==> images/detail.png <==
Region (20, 20) to (60, 60) µm. Cells in gray, sequential cells in the stronger gray; small squares are vias.
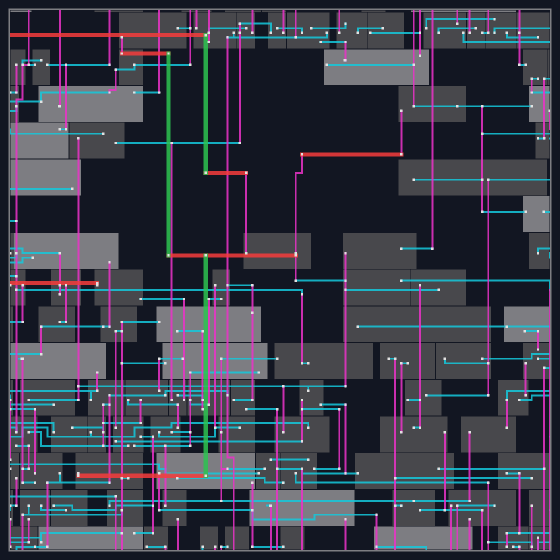
==> images/layer_met2.png <==
Drawn at 4 px/µm.
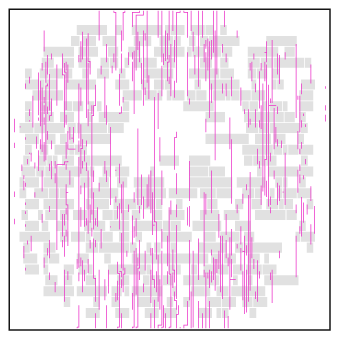
Design axi_lite_write_slave, sky130hd; sources not shown.
==> notes.org <==
#+TITLE: Flow metrics

** Status
- The flow ran to the end, but the final reports show violations.
- Failing checks :: negative setup slack

** Drt
- In the routed layout, each cell is associated on average with a via count of 4.38.
- After detailed routing, no signal wire sits above met4.
- Average wire per standard cell :: about 12 µm
- Met3 wire length :: ~340 µm
- Final routed DRC violation total :: 0
- Number of nets still failing antenna checks after routing :: 0
- Number of detailed-routing iterations run before antenna repair :: 4
- After detailed routing, the met2 layer carries 2430 µm of wire.
- For this block, the initial DRC count from the detailed router was 24.

** Clock tree
- The tree is rooted in a sky130_fd_sc_hd__clkbuf_8.
- Clock insertion delay at the later pin of the skew report :: between 0.2 and 0.3 ns
- The H-tree was split into 2 levels.
- In this run, CTS created clock tree buffers numbering 5.
- For this design, the sink count on the clock tree is approximately 45.
- Post-CTS repair ended up resizing around 220 cells.
- Setup Fix Bufs, Post-CTS :: 8
- CTS tree :: yes

** Synthesis
- Average size of a mapped cell :: between 9 and 10 µm²
- Yosys synthesis chip area :: 1840 µm²
- The synthesis report lists the most area-consuming cells as sky130_fd_sc_hd__dfxtp_1 49%, sky130_fd_sc_hd__a21oi_2 15%, sky130_fd_sc_hd__nand2_1 10%.
- Synthesized netlist net count :: about 280
- Fraction of post-synthesis cell area in the top cell type by area :: just under 50%
- The share of the Yosys chip area taken by registers is about half.
- The synthesis stat section lists a flop and latch total of between 40 and 50.
- After synthesis, the design contains just over 200 cells according to Yosys.

** Pwr
- Switching Fraction :: a little under a quarter
- Internal cell power :: about 0.0029 W
- Total power per unit cell area :: ~1200 nW/µm²

** Worst setup path
- Highest net fanout along the worst path :: 6
- CP bufs+invs :: 4
- The cell sequence reported for the critical path is buf_6 -> buf_6 -> nor2b_4 -> buf_6 -> buf_6 -> nand2_2 -> a21oi_2.
- Critical path depth :: 7
- Critical path launch point type :: flip-flop
- By startpoint and endpoint, the worst setup path is classified as flip-flop to flip-flop.
- Counting stages on the worst path, the most repeated cell is sky130_fd_sc_hd__buf_6.

** Floorplanning
- Pre-placement core utilization :: about 33%
- Placeable core area :: 5540 µm²
- Number of core rows :: 27
- The die is 79.8 µm tall.
- The die covers 6370 µm².
- The floorplan report gives the top-level pin count as approximately 120.

** GRT
- Largest net degree at the start of global routing :: 24
- Global routing used approximately 16% of the available tracks across all layers.
- Via count of the first global-routing pass :: between 1500 and 2000
- Initial antenna violation count :: 0
- The first global-routing pass estimated 8040 µm of wire.
- Recorded from the global router log, the overflow total was 0.

** Finish
- The layout has about 530 filler cells.
- Final core occ :: between 50% and 60%
- Net count of the finished layout :: between 400 and 500
- Cells with a size suffix above 1 make up between 60% and 70% of the layout.
- Across the whole layout, storage elements account for 958 µm².
- By instance count after routing, the leading logic cell types are 44 x sky130_fd_sc_hd__nand2_1, 43 x sky130_fd_sc_hd__clkdlybuf4s50_1, 41 x sky130_fd_sc_hd__buf_2.
- Logic area :: a little under 900 µm²

** Placed design
- The placement summary gives the final routability congestion estimate as ~0.74.
- Once detailed placement completed, the half-perimeter wirelength came to around 3300 µm.

** STA
- Share of the clock period used by the worst path after layout :: 117%
- In the post-route analysis, the smallest setup slack over all paths is -0.207 ns.
- RSZ-0062 raised after global routing :: yes
- Endpoints failing setup :: 39

** Worst hold path
- The most critical min-delay path falls under primary input to flip-flop.
- Cell depth of the worst hold path :: 3

** Flow run
- Number of maximum-capacitance violations :: 0
-- detail.png (at the start) --
| color | layer |
|---|---|
| cyan | metal 1 |
| magenta | metal 2 |
| red | metal 3 |
| green | metal 4 |
sequential cells in the window: 12
most frequent: buf_4 (11), nand2_1 (10), dfxtp_2 (10)
cells with their middle in the window: 85

-- layer_met2.png (at the start) --
nets with wire on the layer: 315
longest straight run: 32.3 µm
main direction: vertical
wire length on this layer: 2430 µm
share of all routed wire: 48%
total via count in the routed design: 1786
Global Route met2 Usage: 28.2%
total wirelength of the detailed-routed design: 5020 µm

-- cell families (layout without fill, tap and decap cells) --
family                 Yosys count  in the layout  share of synthesized area [%]
AOI/OAI and AO/OA               43             43                           18.4
other                            1              1                          0.204
buffers and inverters           17            150                           6.33
DFF                             45             45                           49.0
and+or+nand+nor                 97             97                           26.1
-- per-layer routing --
layer  vias up  track usage (%)
li1        914                -
met1       809             18.9
met2        57             28.2
met3         6             4.19
met4         0             4.58
met5         -                0
-- stage by stage --
step / total power [W] / hold slack [ns] / instance area (µm²)
finish: 0.00376 / 0.105 / 3190
global route: 0.00393 / 0.116 / 3190
CTS: 0.00380 / 0.0988 / 3170
detailed placement: 0.00243 / 0.248 / 3050
global placement: 0.00242 / 0.244 / 3050
floorplan: 0.00197 / 0.116 / 1850
-- final cells by class --
cell class,count,area share (%)
flip-flops and latches,45,30.0
multi-input cells,141,27.5
inverters,3,0.353
clock buffers,5,2.16
well taps,72,2.82
clock inverters,3,2.04
repair buffers,139,35.1
-- worst reg2reg max path, cell delays in order, from the launching register on --
cell and delay, ns:
sky130_fd_sc_hd__dfxtp_4 0.36, sky130_fd_sc_hd__buf_6 0.12, sky130_fd_sc_hd__buf_6 0.11, sky130_fd_sc_hd__nor2b_4 0.11, sky130_fd_sc_hd__buf_6 0.14, sky130_fd_sc_hd__buf_6 0.13, sky130_fd_sc_hd__nand2_2 0.06, sky130_fd_sc_hd__a21oi_2 0.12
-- cell usage after synthesis --
| cell | number |
|---|---|
| sky130_fd_sc_hd__conb_1 | 1 |
| sky130_fd_sc_hd__a21oi_2 | 31 |
| sky130_fd_sc_hd__or3b_1 | 1 |
| sky130_fd_sc_hd__nor2_1 | 2 |
| sky130_fd_sc_hd__nor3_1 | 5 |
| sky130_fd_sc_hd__buf_4 | 3 |
| sky130_fd_sc_hd__dfxtp_1 | 45 |
| sky130_fd_sc_hd__buf_1 | 2 |
| sky130_fd_sc_hd__buf_8 | 3 |
| sky130_fd_sc_hd__inv_1 | 3 |
| sky130_fd_sc_hd__buf_2 | 6 |
| sky130_fd_sc_hd__nand2_1 | 50 |
| sky130_fd_sc_hd__and2b_2 | 1 |
| sky130_fd_sc_hd__o31a_1 | 1 |
| sky130_fd_sc_hd__a21oi_1 | 10 |
| sky130_fd_sc_hd__nand2b_1 | 1 |
| sky130_fd_sc_hd__nor4_1 | 2 |
| sky130_fd_sc_hd__and2_1 | 1 |
| sky130_fd_sc_hd__nor2b_1 | 1 |
| sky130_fd_sc_hd__nand2b_2 | 1 |
| sky130_fd_sc_hd__and3_2 | 1 |
| sky130_fd_sc_hd__nand2_2 | 30 |
| sky130_fd_sc_hd__o21a_1 | 1 |
| sky130_fd_sc_hd__nor3b_1 | 1 |
-- power groups by stage --
| stage | logic, W | clock network [W] | registers (W) |
|---|---|---|---|
| 2_1_floorplan | 0.000289 | 0 | 0.00168 |
| 3_3_place_gp | 0.000754 | 0 | 0.00167 |
| 3_5_place_dp | 0.000760 | 0 | 0.00167 |
| 4_1_cts | 0.000762 | 0.00140 | 0.00164 |
| 5_1_grt | 0.000833 | 0.00144 | 0.00166 |
| 6_report | 0.000767 | 0.00135 | 0.00164 |
Power and IR drop assume default switching activity.
